[config.mk]
export PLATFORM = sky130hd
export DESIGN_NAME = mem_rw_mux_sync
export DESIGN_NICKNAME = d
export VERILOG_FILES = /design/src/rtl/mem_rw_mux_sync.sv
export SDC_FILE = /design/constraint.sdc
export NUM_CORES = 1
export LEC_CHECK = 0
export ABC_AREA = 1
export CAP_MARGIN = 20
export CORE_MARGIN = 2
export CORE_UTILIZATION = 35
export CTS_CLUSTER_DIAMETER = 60
export CTS_CLUSTER_SIZE = 8
export DETAILED_ROUTE_END_ITERATION = 10
export GPL_TIMING_DRIVEN = 0
export PLACE_DENSITY = 0.68
export SLEW_MARGIN = 25
export SYNTH_ARGS = -nofsm -noshare
export SYNTH_HDL_FRONTEND = slang
export SYNTH_SLANG_ARGS = --single-unit
[constraint.sdc]
create_clock -name clk -period 2 [get_ports clk]
set_clock_uncertainty 0.15 [all_clocks]
set_input_delay 0.4 -clock clk [delete_from_list [all_inputs] [get_ports clk]]
set_output_delay 0.4 -clock clk [all_outputs]
set_load 0.005 [all_outputs]
[src/rtl/mem_rw_mux_sync.sv]
// Dual-rail memory read/write select stage. Decodes CH dual-rail (ph0, mi) channel pairs
// into a per-channel RW decision, buffers it in a FIFO and replays it downstream four-phase.
module mem_rw_mux_sync #(
  parameter int unsigned CH    = 4,
  parameter int unsigned DEPTH = 4
) (
  input  logic                         clk,
  input  logic                         rst_n,
  input  logic [2*CH-1:0]              ph0,
  input  logic [2*CH-1:0]              mi,
  output logic                         ack,
  output logic [2*CH-1:0]              rw,
  input  logic                         ack_in,
  output logic                         err,
  output logic [$clog2(DEPTH+1)-1:0]   count
);

  localparam int unsigned PtrW = (DEPTH > 1) ? $clog2(DEPTH) : 1;
  localparam int unsigned CntW = $clog2(DEPTH + 1);
  localparam logic [CntW-1:0] CntFull = CntW'(DEPTH);
  localparam logic [CntW-1:0] CntOne  = CntW'(1);
  localparam logic [PtrW-1:0] PtrOne  = PtrW'(1);

  typedef enum logic [0:0] {StInData, StInNull}   in_state_e;
  typedef enum logic [0:0] {StOutNull, StOutData} out_state_e;

  in_state_e        in_state_q, in_state_d;
  out_state_e       out_state_q, out_state_d;
  logic             ack_q, ack_d;
  logic             err_q, err_d;
  logic [2*CH-1:0]  rw_q, rw_d;
  logic [CntW-1:0]  count_q, count_d;
  logic [PtrW-1:0]  wr_ptr_q, wr_ptr_d;
  logic [PtrW-1:0]  rd_ptr_q, rd_ptr_d;
  logic [CH-1:0]    mem_q [DEPTH];

  logic             any_illegal;
  logic             all_data;
  logic             all_null;
  logic [CH-1:0]    word;
  logic [CH-1:0]    head;
  logic [2*CH-1:0]  head_enc;
  logic             push;
  logic             pop;

  // Wavefront classification and per-channel decision (1 = write).
  always_comb begin
    any_illegal = 1'b0;
    all_data    = 1'b1;
    all_null    = 1'b1;
    word        = '0;
    for (int i = 0; i < CH; i++) begin
      if ((ph0[2*i+1] && ph0[2*i]) || (mi[2*i+1] && mi[2*i])) begin
        any_illegal = 1'b1;
      end
      if (!(ph0[2*i+1] ^ ph0[2*i]) || !(mi[2*i+1] ^ mi[2*i])) begin
        all_data = 1'b0;
      end
      if (ph0[2*i+1] || ph0[2*i] || mi[2*i+1] || mi[2*i]) begin
        all_null = 1'b0;
      end
      word[i] = ph0[2*i+1] & mi[2*i+1];
    end
  end

  // Head entry re-encoded to dual rail: true rail = write, false rail = read.
  always_comb begin
    head     = mem_q[rd_ptr_q];
    head_enc = '0;
    for (int i = 0; i < CH; i++) begin
      head_enc[2*i+1] = head[i];
      head_enc[2*i]   = ~head[i];
    end
  end

  // Input handshake FSM; an illegal code freezes it for that cycle.
  always_comb begin
    in_state_d = in_state_q;
    ack_d      = ack_q;
    push       = 1'b0;
    err_d      = err_q | any_illegal;
    if (!any_illegal) begin
      unique case (in_state_q)
        StInData: begin
          // Full check uses the registered count; a same-cycle pop does not help.
          if (all_data && (count_q < CntFull)) begin
            push       = 1'b1;
            ack_d      = 1'b1;
            in_state_d = StInNull;
          end
        end
        StInNull: begin
          if (all_null) begin
            ack_d      = 1'b0;
            in_state_d = StInData;
          end
        end
        default: in_state_d = StInData;
      endcase
    end
  end

  // Output handshake FSM; the displayed entry stays counted until acknowledged.
  always_comb begin
    out_state_d = out_state_q;
    rw_d        = rw_q;
    pop         = 1'b0;
    unique case (out_state_q)
      StOutNull: begin
        if ((count_q != '0) && !ack_in) begin
          rw_d        = head_enc;
          out_state_d = StOutData;
        end
      end
      StOutData: begin
        if (ack_in) begin
          pop         = 1'b1;
          rw_d        = '0;
          out_state_d = StOutNull;
        end
      end
      default: out_state_d = StOutNull;
    endcase
  end

  always_comb begin
    wr_ptr_d = push ? (wr_ptr_q + PtrOne) : wr_ptr_q;
    rd_ptr_d = pop  ? (rd_ptr_q + PtrOne) : rd_ptr_q;
    unique case ({push, pop})
      2'b10:   count_d = count_q + CntOne;
      2'b01:   count_d = count_q - CntOne;
      default: count_d = count_q;
    endcase
  end

  always_ff @(posedge clk or negedge rst_n) begin
    if (!rst_n) begin
      in_state_q  <= StInData;
      out_state_q <= StOutNull;
      ack_q       <= 1'b0;
      err_q       <= 1'b0;
      rw_q        <= '0;
      count_q     <= '0;
      wr_ptr_q    <= '0;
      rd_ptr_q    <= '0;
    end else begin
      in_state_q  <= in_state_d;
      out_state_q <= out_state_d;
      ack_q       <= ack_d;
      err_q       <= err_d;
      rw_q        <= rw_d;
      count_q     <= count_d;
      wr_ptr_q    <= wr_ptr_d;
      rd_ptr_q    <= rd_ptr_d;
    end
  end

  always_ff @(posedge clk or negedge rst_n) begin
    if (!rst_n) begin
      for (int i = 0; i < DEPTH; i++) begin
        mem_q[i] <= '0;
      end
    end else if (push) begin
      mem_q[wr_ptr_q] <= word;
    end
  end

  assign ack   = ack_q;
  assign rw    = rw_q;
  assign err   = err_q;
  assign count = count_q;

endmodule

==> job_summary.md, run 1 <==
## PnR job results

| Metric | Value |
|---|---|
| Cts repair resizes | around 66 |
| Sequential power share | 39.6% |
| Final hold slack | 319 ps |
| Ant diodes | 0 |
| Fin crit share | 96.7% |
| Number of non-clock inverters | 27 |
| # hold bufs at CTS | 1 |
| Met1 usage | between 20% and 30% |
| Cell Count, Final, Fillers Out | 354 |
| Drt first pass iters | 4 |
| Sw Share | 30.1% |
| Synth Area in Simple Gates | between 20 and 30% |
| Met3 WL post-DR | ~110 um |
| Leak Pwr | 1.35 nW |
| RePlAce Congestion | 0.810 |
| # IOs | 32 |
| Root Driver | clkbuf_8 |
| Psw | 695 uW |
| Critical path endpoint | count[1] |
| Vias in the first global route | 1,586 |
| Status | complete, no violations |
| CP endpoint kind | flip-flop |
| Critical Path Source | mi[7] |
| Post-synthesis cell count from yosys | roughly 240 |
| # placed instances | 341 |
| Reg area | 876 sq um |
| Reg-to-Reg Start | count[2] |
| Synthesized area | 0.00197 sq mm |
| Worst slack, placed | -915 ps |
| Clk buf depth | 2 |
| Row count | 27 |
| Yosys cell types | 21 |
| Yosys top cell by instances | nand2_1 |
| Setup violations, final | 0 |
| FP Core Util | 35.9% |
| Largest net degree at the start of global routing | 24 |
| Max Clock Freq | between 500 and 600 MHz |
| Met2 wire length | about 1900 um |
| Yosys Warn Count | 0 |
| M3 GR Usage | about 3.1% |
| Most Crowded Layer GR | met2 |
| Vias per Instance | 4.67 |
| Post-CTS setup buffer count | 4 |
| Synth Instances | 237 |
| Critical path depth | 11 |
| Placeable Area | 0.00547 sq mm |
| Sequential power | 917 uW |
| YS chip area | 0.00197 sq mm |
| Post-DR wirelength/cell | 11.6 um |
| Hold Crit Class | flip-flop to flip-flop |
| TritonCTS clock tree | built |
| Synth area leader | dfrtp_1 |
| Initial antenna violation count | 0 |
| Top cells, area | dfrtp_1 45%, nand2_1 13%, ha_1 11% |
| Mux area share | 0% |
| Worst path buffer plus inverter count | 3 |
| Final Max Slew Viols | 0 |
| Flop Count | 35 |
| R2R depth | 10 |
| Clk latency late pin | 290 ps |
| Synth top area share | between 40% and 50% |
| CP delay by family, top | adder cells |
| EDFF count, synth | 0 |
| Peak supply drop | ~0.44 mV |
| Leading cell kind | multi-input combinational cells |
| Compound Share, Synth | between 4 and 5% |
| Most frequent logic cells in the routed design | 65 x nand2_1, 35 x dfrtp_1, 23 x nor2_1 |
| Num CTS Buffers | 5 |
| Data buffer area share | 14.3% |
| Clock-cell share of area | 4.42% |
| Most flops, register | mem_q |
| WL final | 4120 um |
| Minimum clock period | 1930 ps |
| Min-delay src | err |
| Final Core Density | 48.7% |
| Adder share | 11.8% |
| Crit path max-delay cell type | fa_2 |
| Top post-synthesis cells by count | 68 x nand2_1, 35 x dfrtp_1, 26 x inv_1, 24 x nor2_1, 19 x nand4_1 |
| Met1 WL | 2080 um |
| Largest family of logic cells by area | simple AND/OR/NAND/NOR gates |
| DIE AREA | 0.00623 sq mm |
| M2 GR Usage | 23.8% |
| Top cell excl fill/tap | nand2_1 |
| Worst Path Required | 2070 ps |
| Mapped Nets | 274 |
| Max-Cap Viols | 0 |
| # clock sinks | 35 |
| Worst-path clk slew | 60 ps |
| First-pass GRT wire length | 7290 um |
| Cell Chain, Critical Path | buf_2, ha_4, inv_2, nor2_1, nand3b_1, nor2_4, nand2_4, ha_4, inv_4, fa_2, o21ai_2 |
| Power density cells | 869 mW/mm^2 |
| Power Total | 2.31 mW |
| Cell Int Power | 1.62 mW |
| DPL Wire Length | between 3000 and 4000 um |
| WHS Endpoint | err |
| Worst rel slew slack | ~80% |
| Number of logged tool warnings | 35 |
| Layout cell share with drive strength beyond 1 | 24.8% |
| Comb gates | 169 |
| Nets | 318 |
| Antenna Nets Post-Route | 0 |
Fig. 1: run 1, cell sizes after repair
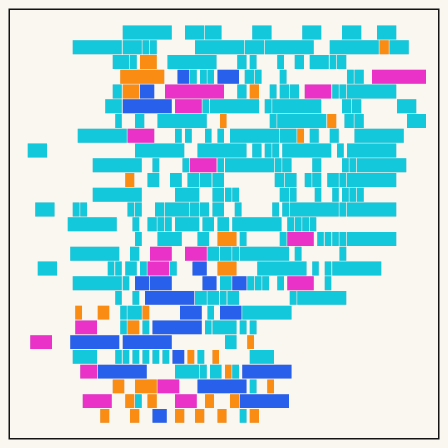
[blue] x3 and x4 | cells: 21 | share: 7.4%
[magenta] x6 and larger | cells: 17 | share: 6.0%
[orange] x2 | cells: 32 | share: 11%
[cyan] x1 and smaller | cells: 212 | share: 75%
Area Growth Syn to Fin: 35.5%
PnR worst setup slack: 66.6 ps
Plain + repair buffers: 43

Fig. 2: run 1, ports around the boundary
The bar under the picture is 20 um long. Pins as bars across the die edge, other pins in gray.
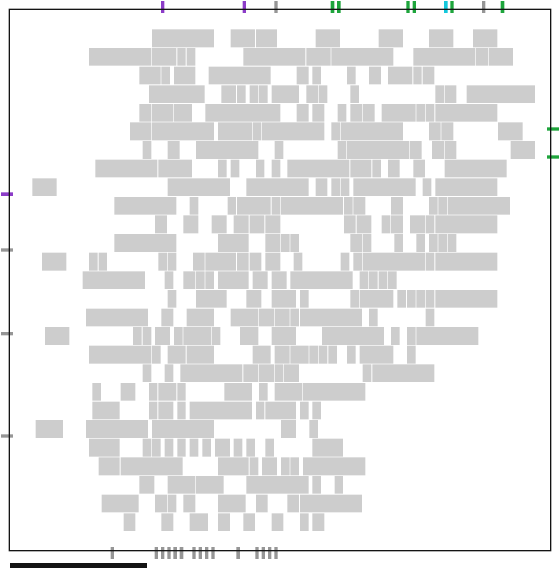
[purple] count | pins: 3 | direction: output | edge: 2 top, 1 left
[cyan] clk | pins: 1 | direction: input | edge: top
[green] rw | pins: 8 | direction: output | edge: 6 top, 2 right
all pins by edge: 15 bottom, 11 top, 4 left, 2 right
Port Buffers: 31
Die Width: 78.9 um
Die Height: 78.9 um

Fig. 3: run 1, zoomed window
Window x 49 to 69, y 49 to 69 um. Cells in gray, sequential cells in the stronger gray; small squares are vias.
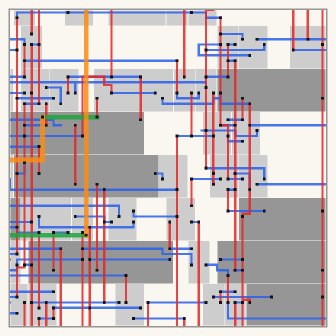
[blue] M1
[orange] M4
[red] M2
[green] M3
cells with their middle in the window: 30
sequential cells in the window: 7
netlist names of flops here include: rw (4), rd_ptr_q (2)
most frequent: o21ai_0 (7), nand2_1 (7), dfrtp_1 (7)

--- run 2 (diff from run 1) ---
--- a/config.mk
+++ b/config.mk
@@ -13,6 +13,7 @@
 export CTS_CLUSTER_SIZE = 8
 export DETAILED_ROUTE_END_ITERATION = 10
 export GPL_TIMING_DRIVEN = 0
+export HOLD_SLACK_MARGIN = 0.06
 export PLACE_DENSITY = 0.68
 export SLEW_MARGIN = 25
 export SYNTH_ARGS = -nofsm -noshare
Fig. 4: run 2, cell sizes after repair
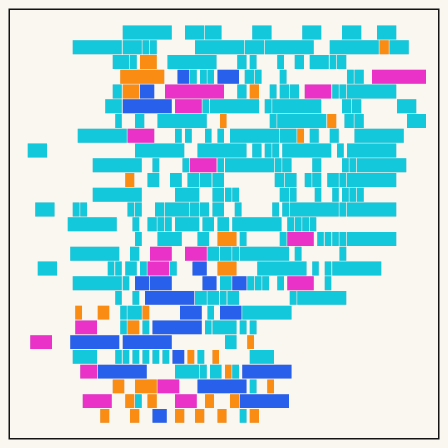
[cyan] x1 and smaller | cells: 212 | share: 75%
[blue] x3 and x4 | cells: 21 | share: 7.4%
[magenta] x6 and larger | cells: 17 | share: 6.0%
[orange] x2 | cells: 32 | share: 11%
Final Cell Area: 0.00266 sq mm

Fig. 5: run 2, placement view
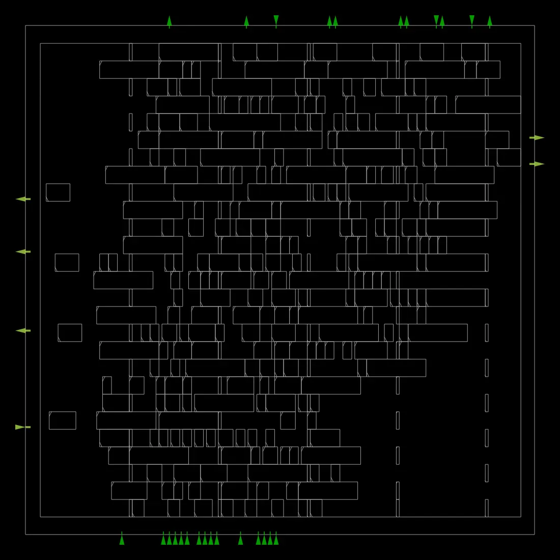
fillcell total: 524
n_taps: 72
Seq/total area: 32.9%
Final Core Density: 48.7%

Fig. 6: run 2, zoomed window
Window x 49 to 69, y 49 to 69 um. Cells in gray, sequential cells in the stronger gray; small squares are vias.
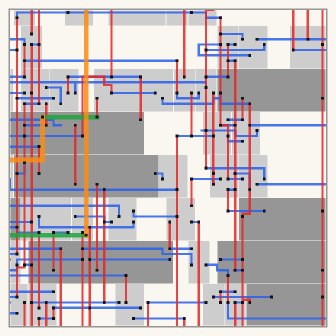
[green] M3
[orange] M4
[red] M2
[blue] M1
netlist names of flops here include: rw (4), rd_ptr_q (2)
sequential cells in the window: 7
most frequent: o21ai_0 (7), nand2_1 (7), dfrtp_1 (7)
cells with their middle in the window: 30

==> run 2 against run 1 <==
  * Synthesized cell count did not move
  * Wire length is the same
  * Area after synthesis stayed put
  * Core utilization stayed put
  * Power stayed put
  * Die area is the same
  * Clock power is essentially flat
==> job_summary.md, run 2 <==
## PnR job results

| Metric | Value |
|---|---|
| Cts repair resizes | 66 (unchanged) |
| Root Driver | clkbuf_8 |
| Fin crit share | 96.7% (unchanged) |
| Adder share | 11.8% (unchanged) |
| Cell Int Power | 1.62 mW (unchanged) |
| Critical Path Source | mi[7] |
| Num CTS Buffers | 5 (unchanged) |
| Plain + repair buffers | 43 (unchanged) |
| Placeable Area | 0.00547 sq mm (unchanged) |
| Cell Count, Final, Fillers Out | 354 (unchanged) |
| Crit path max-delay cell type | fa_2 |
| Setup violations, final | 0 (unchanged) |
| CP endpoint kind | flip-flop |
| Synth top area share | 44.6% (unchanged) |
| Post-DR wirelength/cell | 11.6 um (unchanged) |
| Clk buf depth | 2 (unchanged) |
| Reg-to-Reg Start | count[2] |
| First-pass GRT wire length | 7290 um (unchanged) |
| Gate Area | 0.00108 sq mm |
| YS chip area | 0.00197 sq mm (unchanged) |
| Post-synthesis cell count from yosys | 237 (unchanged) |
| Power density cells | 869 mW/mm^2 (unchanged) |
| PnR worst setup slack | 66.6 ps (unchanged) |
| FP Core Util | 35.9% (unchanged) |
| Worst Tran Pin Value | 326 ps |
| Leak Pwr | 1.35 nW (unchanged) |
| EDFF count, synth | 0 (unchanged) |
| Synthesized area | 0.00197 sq mm (unchanged) |
| # clock sinks | 35 (unchanged) |
| # placed instances | 341 (unchanged) |
| R2R depth | 10 (unchanged) |
| Yosys cell types | 21 (unchanged) |
| RePlAce Congestion | 0.810 (unchanged) |
| Mapped Nets | 274 (unchanged) |
| Synth Instances | 237 (unchanged) |
| Comb gates | 169 (unchanged) |
| WL final | 4120 um (unchanged) |
| Power Total | 2.31 mW (unchanged) |
| M3 GR Usage | 3.07% (unchanged) |
| P_clk | 650 uW |
| Clock-cell share of area | 4.42% (unchanged) |
| Vias per Instance | 4.67 (unchanged) |
| Post-CTS setup buffer count | 4 (unchanged) |
| Top cell excl fill/tap | nand2_1 |
| Top cells, area | dfrtp_1 45%, nand2_1 13%, ha_1 11% |
| Cell depth of the worst min-delay path | 2 |
| Worst path buffer plus inverter count | 3 (unchanged) |
| Sequential fraction of the synthesis area | 44.6% |
| Die Width | 78.9 um (unchanged) |
| Critical path depth | 11 (unchanged) |
| Max-Cap Viols | 0 (unchanged) |
| RSZ-0062 raised after global routing | true |
| Area Growth Syn to Fin | 35.5% (unchanged) |
| Mux area share | 0% (unchanged) |
| Syn_area_per_cell | slightly above 8 sq um |
| CP delay by family, top | adder cells |
| Worst EP arrival | 2000 ps |
| # hold bufs at CTS | 1 (unchanged) |
| Cell Chain, Critical Path | buf_2, ha_4, inv_2, nor2_1, nand3b_1, nor2_4, nand2_4, ha_4, inv_4, fa_2, o21ai_2 |
| Vias in the first global route | 1,586 (unchanged) |
| Flop Count | 35 (unchanged) |
| Fraction of area in multi-input gates | 40.6% |
| Top pwr grp | registers |
| H-tree levels | 2 |
| Layout cell share with drive strength beyond 1 | 24.8% (unchanged) |
| Clock power share | 28.1% |
| Layout clock buffers | 6 |
| GRT overflow | 0 |
| Nets | 318 (unchanged) |
| Crit path max fanout | 3 |
| Yosys reg bits | 35 |
| Max Clock Freq | 517 MHz (unchanged) |
| Hold Crit Class | flip-flop to flip-flop |
| Met2 wire length | 1880 um (unchanged) |
| Die Height | 78.9 um (unchanged) |
| Initial DRC count | 73 |
| Combinational Power Share | 32.2% |
| Comb. pwr | 746 uW |
| Sequential power share | 39.6% (about the same) |
| Yosys Warn Count | 0 (unchanged) |
| Compound Share, Synth | 4.71% (unchanged) |
| Most flops, register | mem_q |
| Sequential power | 917 uW (about the same) |
| Peak supply drop | 0.438 mV (unchanged) |
| DRC viols | 0 |
| Worst Setup Start Kind | input port |
| TritonCTS clock tree | built |
| Reg2reg setup slack | ~160 ps |
| Leading cell kind | multi-input combinational cells |
| Synth area leader | dfrtp_1 |
| DPL Wire Length | 3160 um (unchanged) |
| Yosys top cell by instances | nand2_1 |
| Final hold slack | 319 ps (unchanged) |
| Main flop type | dfrtp_1 |
| Worst-path clk slew | 60 ps (about the same) |
| Number of logged tool warnings | 35 (unchanged) |
| Initial antenna violation count | 0 (unchanged) |
| Top post-synthesis cells by count | 68 x nand2_1, 35 x dfrtp_1, 26 x inv_1, 24 x nor2_1, 19 x nand4_1 |
| Area after DPL | 0.00247 sq mm |
| Crit path largest cell delay | 430 ps |
| Status | complete, no violations |
| Row count | 27 (unchanged) |
| Most frequent logic cells in the routed design | 65 x nand2_1, 35 x dfrtp_1, 23 x nor2_1 |
| Met1 WL | 2080 um (unchanged) |
| WHS Endpoint | err |
| Worst Path Required | 2070 ps (about the same) |
| Total track usage | 14.9% |
| Met3 WL post-DR | 111 um (unchanged) |
| Max FFs per register | 16 |
| Antenna Nets Post-Route | 0 (unchanged) |
| Most Crowded Layer GR | met2 |
| Largest net degree at the start of global routing | 24 (unchanged) |
| Port Buffers | 31 (unchanged) |
| Drt first pass iters | 4 (unchanged) |
| Min-delay src | err |
| # IOs | 32 (unchanged) |
| Worst slack, placed | -915 ps (unchanged) |
| Final hold violations | 0 |
| M2 GR Usage | 23.8% (unchanged) |
| Data buffer area share | 14.3% (unchanged) |
| Clk latency late pin | 290 ps (about the same) |
| Reg-to-reg critical path endpoint | count[2] |
| Synth Area in Simple Gates | 29.8% (unchanged) |
| DIE AREA | 0.00623 sq mm (unchanged) |
| Met1 usage | 20.4% (unchanged) |
| Critical path endpoint | count[1] |
| Minimum clock period | 1930 ps (unchanged) |
| Ant diodes | 0 (unchanged) |
| Number of non-clock inverters | 27 (unchanged) |
| Synth async-reset ratio | 100% |
| Psw | 695 uW (unchanged) |
| Post-Synth XOR/XNOR Area | 1.34% |
| Worst rel slew slack | 78.3% (unchanged) |
| Reg area | 876 sq um (unchanged) |
| Sw Share | 30.1% (unchanged) |
| Largest family of logic cells by area | simple AND/OR/NAND/NOR gates |
| Final Max Slew Viols | 0 (unchanged) |
--- run 3 (diff from run 2) ---
--- a/config.mk
+++ b/config.mk
@@ -14,7 +14,7 @@
 export DETAILED_ROUTE_END_ITERATION = 10
 export GPL_TIMING_DRIVEN = 0
 export HOLD_SLACK_MARGIN = 0.06
-export PLACE_DENSITY = 0.68
+export PLACE_DENSITY = 0.57
 export SLEW_MARGIN = 25
 export SYNTH_ARGS = -nofsm -noshare
 export SYNTH_HDL_FRONTEND = slang
Fig. 7: run 3, placement view
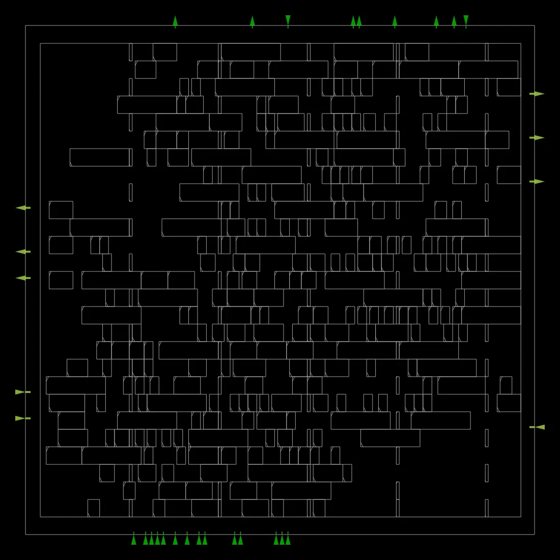
Final Core Density: 48.3%
Cell Count, Final, Fillers Out: 355
Seq/total area: 33.1%

Fig. 8: run 3, cell sizes after repair
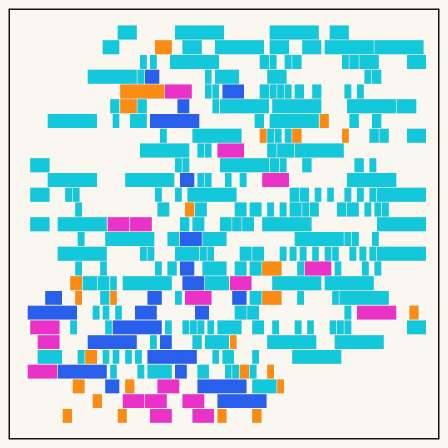
[cyan] x1 and smaller | cells: 216 | share: 76%
[magenta] x6 and larger | cells: 18 | share: 6.4%
[blue] x3 and x4 | cells: 23 | share: 8.1%
[orange] x2 | cells: 26 | share: 9.2%
Area Growth Syn to Fin: 34.4%
Final Cell Area: 0.00264 sq mm
PnR worst setup slack: 54.1 ps
Plain + repair buffers: 44

Fig. 9: run 3, ports around the boundary
The bar under the picture is 20 um long. Pins as bars across the die edge, other pins in gray.
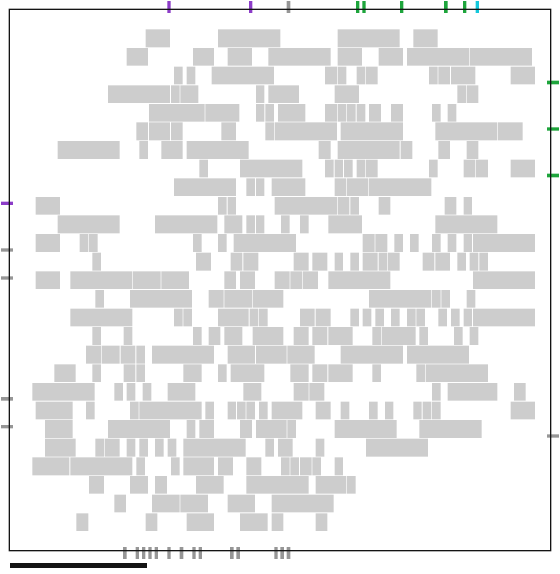
[purple] count | pins: 3 | direction: output | edge: 2 top, 1 left
[green] rw | pins: 8 | direction: output | edge: 5 top, 3 right
[cyan] clk | pins: 1 | direction: input | edge: top
all pins by edge: 14 bottom, 9 top, 5 left, 4 right

==> run 3 against run 2 <==
  * Largest cell class unchanged
  * Global-route usage up 1.3 points
  * Power down 6.1%
  * Clock power down 23%
  * Worst setup slack worse by 12 ps
  * Highest routed layer unchanged
==> job_summary.md, run 3 <==
## PnR job results

| Metric | Value |
|---|---|
| Worst slack, placed | -941 ps (-25.6 ps) |
| Met3 WL post-DR | 118 um (+6.3%) |
| Cts repair resizes | 67 (+1.5%) |
| YS chip area | 0.00197 sq mm (unchanged) |
| Die Width | 78.9 um (unchanged) |
| P_clk | 499 uW (-23%) |
| # hold bufs at CTS | 1 (unchanged) |
| Data buffer area share | 15.4% (+1.1 points) |
| EDFF count, synth | 0 (unchanged) |
| RePlAce Congestion | 0.784 (-3.2%) |
| Synth area leader | dfrtp_1 |
| Nets | 319 (+0.31%) |
| Fillcell total | 567 (+8.2%) |
| WL final | 4510 um (+9.5%) |
| Top post-synthesis cells by count | 68 x nand2_1, 35 x dfrtp_1, 26 x inv_1, 24 x nor2_1, 19 x nand4_1 |
| WHS Endpoint | out_state_q |
| N_taps | 72 (unchanged) |
| Sequential power | 916 uW (about the same) |
| Critical path depth | 12 (+1) |
| Reg-to-reg critical path endpoint | count[2] |
| Synth Instances | 237 (unchanged) |
| Sequential power share | 42.1% (+2.5 points) |
| Synth Area in Simple Gates | 29.8% (unchanged) |
| Reg2reg setup slack | 130 ps (-30 ps) |
| Post-synthesis cell count from yosys | 237 (unchanged) |
| Layout clock buffers | 7 (+1) |
| Main flop type | dfrtp_1 |
| Sw Share | 32.6% (+2.6 points) |
| Critical Path Source | mi[0] |
| Final hold violations | 0 (unchanged) |
| Worst-path clk slew | 70 ps (about the same) |
| Initial antenna violation count | 0 (unchanged) |
| Leading cell kind | multi-input combinational cells |
| Total track usage | 16.2% (+1.3 points) |
| Worst EP arrival | 1960 ps (-40 ps) |
| Flop Count | 35 (unchanged) |
| Status | complete, no violations |
| Peak supply drop | 0.392 mV (-10%) |
| Syn_area_per_cell | 8.29 sq um (unchanged) |
| M3 GR Usage | 3.07% (unchanged) |
| Reg-to-Reg Start | count[2] |
| Met1 usage | 22.7% (+2.4 points) |
| Clk buf depth | 2 (unchanged) |
| Number of non-clock inverters | 27 (unchanged) |
| Worst Tran Pin Value | 320 ps (-5.79 ps) |
| Worst path buffer plus inverter count | 2 (-1) |
| # clock sinks | 35 (unchanged) |
| Worst rel slew slack | 78.7% (+0.39 points) |
| Power Total | 2.17 mW (-6.1%) |
| Comb gates | 169 (unchanged) |
| Crit path max-delay cell type | fa_2 |
| Max Clock Freq | 514 MHz (-0.64%) |
| Root Driver | clkbuf_8 |
| First-pass GRT wire length | 7880 um (+8.1%) |
| DRC viols | 0 (unchanged) |
| Placeable Area | 0.00547 sq mm (unchanged) |
| Area after DPL | 0.00247 sq mm (-0.30%) |
| Adder share | 11.8% (unchanged) |
| Met2 wire length | 2110 um (+13%) |
| Minimum clock period | 1950 ps (+12.5 ps) |
| Gate Area | 0.00107 sq mm (-1.2%) |
| Ant diodes | 0 (unchanged) |
| Most flops, register | mem_q |
| Psw | 709 uW (+1.9%) |
| Clock power share | 23.0% (-5.1 points) |
| CP endpoint kind | flip-flop |
| Final hold slack | 234 ps (-84.8 ps) |
No activity file was given, so power comes from the tool's default toggle rates.
